**Run 1: clock distribution**

The bar under the picture is 20 um long.
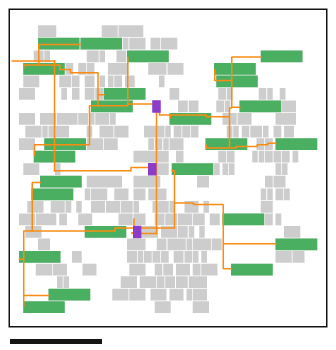
**Run 1: the clock network**

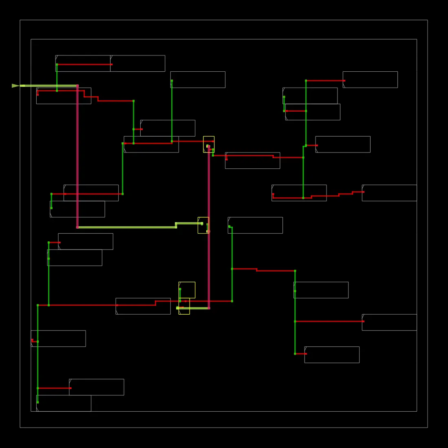
**Run 1: placement by cell class**

The bar under the picture is 20 um long.
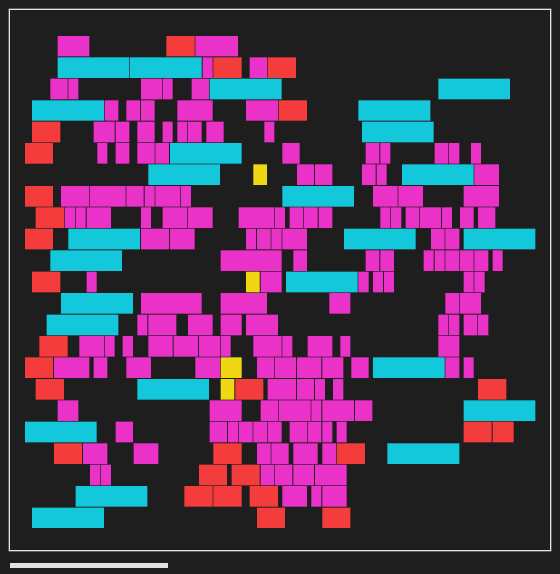
Design johnson_phase_monitor, sky130hd; sources not shown.
==> Table 3: Implementation characteristics, run 1 <==
Summary of implementation characteristics

Parameter                              Value

Status
  Status .................. complete, no violations

GRT
  Met2 usage .................. 32.3%
  GRT Total Usage .................. 18.9%
  Global-route wire length before repair .................. 6800 um
  Met3 Use GR .................. 2.60%
  Most heavily used metal layer in global routing .................. met2
  Antenna violations before repair .................. 0
  Routing usage on met1 .................. 24.6%
  Overflow left after global routing .................. 0
  Pin count of the biggest net entering global routing .................. 26
  Number of global-route vias before repair .................. 1482

Drt
  Sum of met2 wire segment lengths after detailed routing .................. 1840 um
  Sum of met3 wire segment lengths after detailed routing .................. 155 um
  Final wirelength .................. 3920 um
  Detailed-route wire length per cell .................. 14.6 um
  Number of optimization iterations in the first detailed-route pass .................. 4
  DRC .................. 0
  Vias .................. 1499
  Number of nets with antenna violations after detailed routing .................. 0
  Number of vias per cell after detailed routing .................. 5.59
  Detailed-route wire length on metal 1 .................. 1880 um
  Initial DRC Count .................. 43
  Max Used Layer .................. met4

Finish
  Number of ordinary inverters in the final layout .................. 7
  Clock Network Area Fraction .................. 1.11%
  Layout Cells excl Fill .................. 268
  FF+latch area .................. 626 sq um
  Area grow syn2layout .................. 18.1%
  Combinational share of cell area .................. 50.5%
  Total non-filler cell area in the finished layout .................. 2030 sq um
  Multi-Input Combinational .................. 155
  Count of filler cells inserted in the layout .................. 371
  Combinational gate area .................. 1020 sq um
  Layout net count .................. 233
  Antenna diode count .................. 0
  Biggest area consumer among cell classes .................. multi-input combinational cells
  Share of post-route cells with drive strength above 1 .................. 10.6%
  Sequential cell area share .................. 30.8%
  Data buffer area share .................. 13.2%
  Non-clock buffer count .................. 27

Synth
  Yosys stat cell total .................. 193
  Synthesis warning total .................. 0
  Synthesized flop and latch total .................. 25
  Largest combinational cell category by area .................. simple AND/OR/NAND/NOR gates
  Top cells by count .................. 25 x sky130_fd_sc_hd__dfrtp_1, 23 x sky130_fd_sc_hd__nand2_1, 20 x sky130_fd_sc_hd__nor2_1
  Post-Syn Area per Cell .................. 8.89 sq um
  Most instantiated library cell after synthesis .................. sky130_fd_sc_hd__dfrtp_1
  Simple-gate portion of the synthesized area .................. 30.3%
  Cell types with the largest area share after synthesis .................. sky130_fd_sc_hd__dfrtp_1 36%, sky130_fd_sc_hd__nand2_1 5.0%, sky130_fd_sc_hd__nand3_1 5.0%
  Unique cell type count in the Yosys netlist .................. 59
  Complex Gates by Area .................. 19.1%
  Area fraction in full adders, half adders and majority gates .................. 2.19%
  Cell count after synthesis .................. 193
  Post-synthesis instance area .................. 1720 sq um
  Yosys synthesis chip area .................. 1720 sq um
  XOR-XNOR Cells, Area Fraction .................. 4.59%
  Async set-reset flop share out of synthesis .................. 100%
  Share of synthesized area occupied by flip-flops and latches .................. 36.4%
  EDFF count, synth .................. 0
  Cell accounting for the most synthesized area .................. sky130_fd_sc_hd__dfrtp_1
  Share of synthesized area spent on multiplexers .................. 3.43%
  Predominant post-synthesis flop cell .................. sky130_fd_sc_hd__dfrtp_1
  Top cell type's share of synthesized area .................. 36.4%

STA
  Post-Route Hold Slack .................. 563 ps
  Setup Total Neg Slack .................. 0 ps
  Final critical-path required period .................. 3100 ps
  Number of failing hold endpoints at the final stage .................. 0
  Fmax .................. 322 MHz
  Final-report setup violation count .................. 0
  Unrepaired setup endpoints after global routing .................. no
  Min setup slack post-route .................. 1800 ps
  Share of the cycle needed by the critical path after routing .................. 63.3%
  Headroom to the max-slew limit .................. 68.8%
  Pins over their slew limit .................. 0
  Actual transition at the worst max-transition pin .................. 467 ps

Placed design
  IO Port Bufs .................. 26
  Post-detailed-placement half-perimeter wirelength .................. 2840 um
  DP Worst Slack .................. 1360 ps
  Placed cell areas .................. 2010 sq um
  Cell count after placement .................. 264
  Final estimated routing congestion in global placement .................. 0.907

Power
  Total power of the final layout .................. 0.457 mW
  Power density of the placed cells .................. 225 nW/um^2
  Static power due to leakage .................. 0.837 nW
  Maximum vdd ir drop .................. 0.133 mV

Die
  Die area .................. 4690 sq um
  Horizontal die dimension .................. 68.5 um
  Chip height .................. 68.5 um
  Init Core Util .................. 42.3%
  Standard-cell row count .................. 23
  Tap cell instance count .................. 50
  Number of I/O pins .................. 27

Setup path
  Crit Path Category .................. primary input to register
  Library cell contributing the largest single delay on the critical path .................. sky130_fd_sc_hd__or4_4
  Biggest fanout along the worst timing path .................. 7
  Sum of buffers and inverters on the critical path .................. 1
  Cell chain of the critical path .................. clkdlybuf4s50_1, or4_4, nor2_2, a21oi_1, xnor2_1, nand3_2, o31a_1, nand4_2, mux2_4
  R2r worst-path depth .................. 7
  Family of cells with the greatest summed delay on the critical path .................. simple AND/OR/NAND/NOR gates
  Setup slack of the most critical reg-to-reg path .................. 2710 ps
  Largest stage delay on the critical path .................. 610 ps
  Total number of cells along the worst setup path .................. 9
  Crit end category .................. register
  Required time of the critical path .................. 5220 ps
  Worst path arrival time .................. 3420 ps
  Category of the worst setup path launch point .................. primary input

Clock network
  TritonCTS clock tree .................. yes
  Setup Fix Bufs, Post-CTS .................. 0
  CTS clk-pin slew, worst paths .................. 280 ps
  H-Tree Depth .................. 1
  Clock root cell .................. sky130_fd_sc_hd__clkbuf_2
  Number of cells upsized or downsized after cts .................. 0
  Hold bufs inserted after CTS .................. 0
  CTS max path bufs .................. 2

Job
  Max_cap viols .................. 0
  Number of warnings the tools reported .................. 25

Min path
  Worst min-delay path class .................. register to register
  Worst Hold Path Cells .................. 2
Back to the opening pictures, 'clock distribution':
legend:
  clock wires:
    colour: orange
    length: 371 um
  flip-flops:
    colour: green
    count: 25
  clock drivers:
    colour: purple
    count: 3
routed clock nets: 4
flops lie: all over the die
Clock Latency Late Sink: 380 ps
worst clock skew on the final layout: 26.2 ps
Clk. pwr: 0.0896 mW
fraction of power consumed by the clock network: 19.6%

Back to the opening pictures, 'the clock network':
clock buffer instance count of the final layout: 3
Num CTS Buffers: 3
number of flip-flops and latches: 25
clock sinks: 25

Back to the opening pictures, 'placement by cell class':
legend:
  remaining buffers and delay cells:
    colour: red
    cells: 27
  combinational and other logic:
    colour: magenta
    cells: 162
  clock drivers and dummy loads:
    colour: yellow
    cells: 4
  sequential cells:
    colour: cyan
    cells: 25
Final Core Density: 50.0%
core box area: 4060 sq um

-- run 1: placed cells by master (no fill, tap or decap), types with 6 or more instances in the layout --
cell type and instances:
sky130_fd_sc_hd__clkdlybuf4s50_1 26, sky130_fd_sc_hd__dfrtp_1 25, sky130_fd_sc_hd__nand2_1 23, sky130_fd_sc_hd__nor2_1 20, sky130_fd_sc_hd__nand3_1 17, sky130_fd_sc_hd__a21oi_1 9, sky130_fd_sc_hd__xnor2_1 8, sky130_fd_sc_hd__nor2b_1 7
sky130_fd_sc_hd__inv_1 6, sky130_fd_sc_hd__and3_1 6
-- run 1: where the power goes --
part           switching [mW]  internal (mW)  total, mW  leakage (nW)
clock                  0.0707         0.0189     0.0896        0.0126
sequential             0.0147          0.218      0.233         0.331
combinational          0.0674         0.0670      0.134         0.494
total                   0.153          0.304      0.457         0.837
--- run 2 (diff from run 1) ---
- ABC_CLOCK_PERIOD_IN_PS: 4900 -> 3000
- clock period: 4.9 -> 3 ns (I/O delays scaled with it)
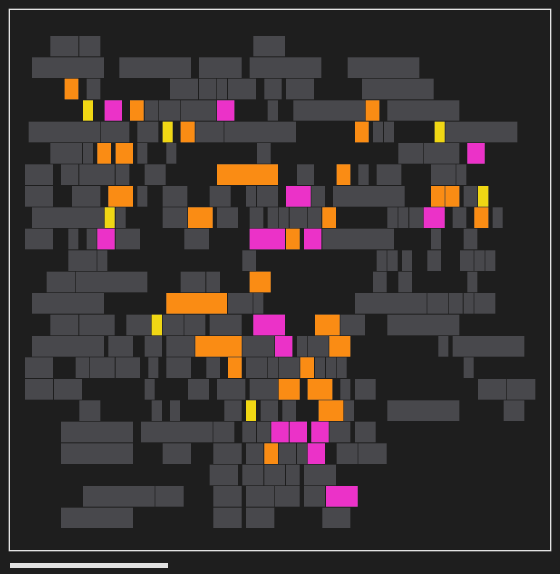
**Above:** run 2 (gate-type map).
The bar under the picture is 20 um long.
legend:
  inv cells:
    colour: yellow
    cells: 7
  aoi and oai cells:
    colour: orange
    cells: 27
  and/or cells:
    colour: magenta
    cells: 15
combinational share of cell area: 47.9%
leading cell type in the layout, fill and taps excluded: sky130_fd_sc_hd__clkdlybuf4s50_1
Layout Cells excl Fill: 283

==> run 2 against run 1 <==
  * Routed wire length is 3.9% higher
  * Global-route usage up 0.34 points
  * Clock skew is 19 ps lower
  * Die size is the same
  * Hold slack worse by 150 ps
  * Utilization increased by 2.7 points
  * Design area rose by 5.4%
==> Table 3: Implementation characteristics, run 2 <==
Summary of implementation characteristics

Parameter                              Value

STA
  Number of failing hold endpoints at the final stage .................. 0 (unchanged)
  Final-report setup violation count .................. 0 (unchanged)
  Actual transition at the worst max-transition pin .................. 430 ps (-37.2 ps)
  Worst clock skew on the final layout .................. 7.69 ps (-18.5 ps)
  Unrepaired setup endpoints after global routing .................. no
  Min setup slack post-route .................. 376 ps (-1420 ps)
  Post-Route Hold Slack .................. 411 ps (-152 ps)
  Pins over their slew limit .................. 0 (unchanged)

GRT
  Number of global-route vias before repair .................. 1536 (+3.6%)
  Overflow left after global routing .................. 0 (unchanged)
  GRT Total Usage .................. 19.3% (+0.34 points)
  Met2 usage .................. 32.9% (+0.60 points)
  Global-route wire length before repair .................. 6820 um (+0.31%)
  Most heavily used metal layer in global routing .................. met2
  Met3 Use GR .................. 3.08% (+0.49 points)

Power
  Switching Share .................. 32.5% (-0.94 points)
  Fraction of power consumed by the clock network .................. 17.9% (-1.7 points)
  Heaviest power group .................. sequential cells
  Power density of the placed cells .................. 356 nW/um^2 (+58%)
  Comb group .................. 0.243 mW (+81%)
  Maximum vdd ir drop .................. 0.257 mV (+92%)
  Sw Pwr .................. 0.248 mW (+62%)
  Total power of the final layout .................. 0.761 mW (+67%)
  Clk. pwr .................. 0.137 mW (+53%)
  Power Internal .................. 0.514 mW (+69%)
  Sequential-cell power consumption .................. 0.382 mW (+64%)

Die
  Init Core Util .................. 42.3% (unchanged)
  Horizontal die dimension .................. 68.5 um (unchanged)
  Chip height .................. 68.5 um (unchanged)
  Standard-cell row count .................. 23 (unchanged)
  Die area .................. 4690 sq um (unchanged)
  Number of I/O pins .................. 27 (unchanged)
  Core box area .................. 4060 sq um (unchanged)

Synth
  XOR-XNOR Cells, Area Fraction .................. 4.59% (unchanged)
  Cell count after synthesis .................. 193 (unchanged)
  Synthesis warning total .................. 0 (unchanged)
  Post-synthesis instance area .................. 1720 sq um (unchanged)
  Area fraction in full adders, half adders and majority gates .................. 2.19% (unchanged)
  Top cell type's share of synthesized area .................. 36.4% (unchanged)
  Simple-gate portion of the synthesized area .................. 30.3% (unchanged)
  Yosys stat cell total .................. 193 (unchanged)
  Yosys synthesis chip area .................. 1720 sq um (unchanged)
  Share of synthesized area occupied by flip-flops and latches .................. 36.4% (unchanged)
  Top cells by count .................. 25 x sky130_fd_sc_hd__dfrtp_1, 23 x sky130_fd_sc_hd__nand2_1, 20 x sky130_fd_sc_hd__nor2_1
  Post-Syn Area per Cell .................. 8.89 sq um (unchanged)
  Unique cell type count in the Yosys netlist .................. 59 (unchanged)
  Largest combinational cell category by area .................. simple AND/OR/NAND/NOR gates
  Synthesized flop and latch total .................. 25 (unchanged)
  Cell types with the largest area share after synthesis .................. sky130_fd_sc_hd__dfrtp_1 36%, sky130_fd_sc_hd__nand2_1 5.0%, sky130_fd_sc_hd__nand3_1 5.0%
  Cell accounting for the most synthesized area .................. sky130_fd_sc_hd__dfrtp_1
  Share of synthesized area spent on multiplexers .................. 3.43% (unchanged)
  Async set-reset flop share out of synthesis .................. 100% (unchanged)

Setup path
  Largest stage delay on the critical path .................. 490 ps (-120 ps)
  Setup slack of the most critical reg-to-reg path .................. 880 ps (-1830 ps)
  Category of the worst setup path launch point .................. primary input
  Required time of the critical path .................. 3310 ps (-1910 ps)
  R2r worst-path depth .................. 8 (+1)
  Crit Path Category .................. primary input to register
  Library cell contributing the largest single delay on the critical path .................. sky130_fd_sc_hd__clkdlybuf4s50_1
  Worst path arrival time .................. 2930 ps (-490 ps)
  Biggest fanout along the worst timing path .................. 8 (+1)
  Cell chain of the critical path .................. clkdlybuf4s50_1, buf_4, and2_1, and3_1, o31ai_1, buf_4, xnor2_1, nand3_2, buf_4, o31ai_4, a21oi_1, o21ai_1

Drt
  Sum of met3 wire segment lengths after detailed routing .................. 179 um (+15%)
  Initial DRC Count .................. 72 (+67%)
  Detailed-route wire length per cell .................. 14.4 um (-1.6%)
  Final wirelength .................. 4080 um (+3.9%)
  Detailed-route wire length on metal 1 .................. 1880 um (+0.27%)
  Sum of met2 wire segment lengths after detailed routing .................. 1950 um (+5.8%)

Finish
  Antenna diode count .................. 0 (unchanged)
  Area grow syn2layout .................. 24.6%
  Count of filler cells inserted in the layout .................. 364 (-1.9%)
  Combinational gate area .................. 1020 sq um (unchanged)
  Total non-filler cell area in the finished layout .................. 2140 sq um (+5.4%)
  FF+latch area .................. 626 sq um (unchanged)
  Top cells excl fill/tap .................. 26 x sky130_fd_sc_hd__clkdlybuf4s50_1, 25 x sky130_fd_sc_hd__dfrtp_1, 23 x sky130_fd_sc_hd__nand2_1, 20 x sky130_fd_sc_hd__nor2_1, 17 x sky130_fd_sc_hd__nand3_1
  Layout net count .................. 248 (+6.4%)

Placed design
  Cell count after placement .................. 279 (+5.7%)
  IO Port Bufs .................. 26 (unchanged)
  Post-detailed-placement half-perimeter wirelength .................. 3150 um (+11%)
  DP Worst Slack .................. -24.0 ps (-1390 ps)
  Final estimated routing congestion in global placement .................. 0.962 (+6.1%)

Clock network
  CTS clk-pin slew, worst paths .................. 250 ps (-30 ps)
  Clock root cell .................. sky130_fd_sc_hd__clkbuf_2
  Clock sinks .................. 25 (unchanged)
  Number of cells upsized or downsized after cts .................. 0 (unchanged)
  Clock Latency Late Sink .................. 360 ps (-20 ps)
  Num CTS Buffers .................. 3 (unchanged)
  TritonCTS clock tree .................. yes
  Hold bufs inserted after CTS .................. 0 (unchanged)
  H-Tree Depth .................. 1 (unchanged)

Job
  Max_cap viols .................. 0 (unchanged)
  Number of warnings the tools reported .................. 25 (unchanged)

Min path
  Worst min-delay path class .................. primary input to asynchronous set/reset pin

Status
  Status .................. complete, no violations
-- run 2: netlist changes by cell type in the layout (fill, tap and decap cells not counted) --
| cell | change |
|---|---|
| sky130_fd_sc_hd__clkinv_2 | +1 |
| sky130_fd_sc_hd__buf_4 | +15 |
| sky130_fd_sc_hd__clkinvlp_4 | -1 |
-- run 2: layout make-up --
| type | count | share of cell area, % |
|---|---|---|
| sequential | 25 | 29.3 |
| timing repair buffer | 42 | 17.8 |
| clock inverter | 1 | 0.234 |
| multi-input combinational | 155 | 47.9 |
| clock buffer | 3 | 0.702 |
| inverter | 7 | 1.23 |
| tap | 50 | 2.93 |
-- run 2: critical path: cells and delay by family --
family          cells  cell delay (ps)
buf+inv             4             1030
xor+xnor            1              120
compound gates      4              870
simple gates        3              450
Power figures rest on the tool's default switching activity, not on a simulated workload.
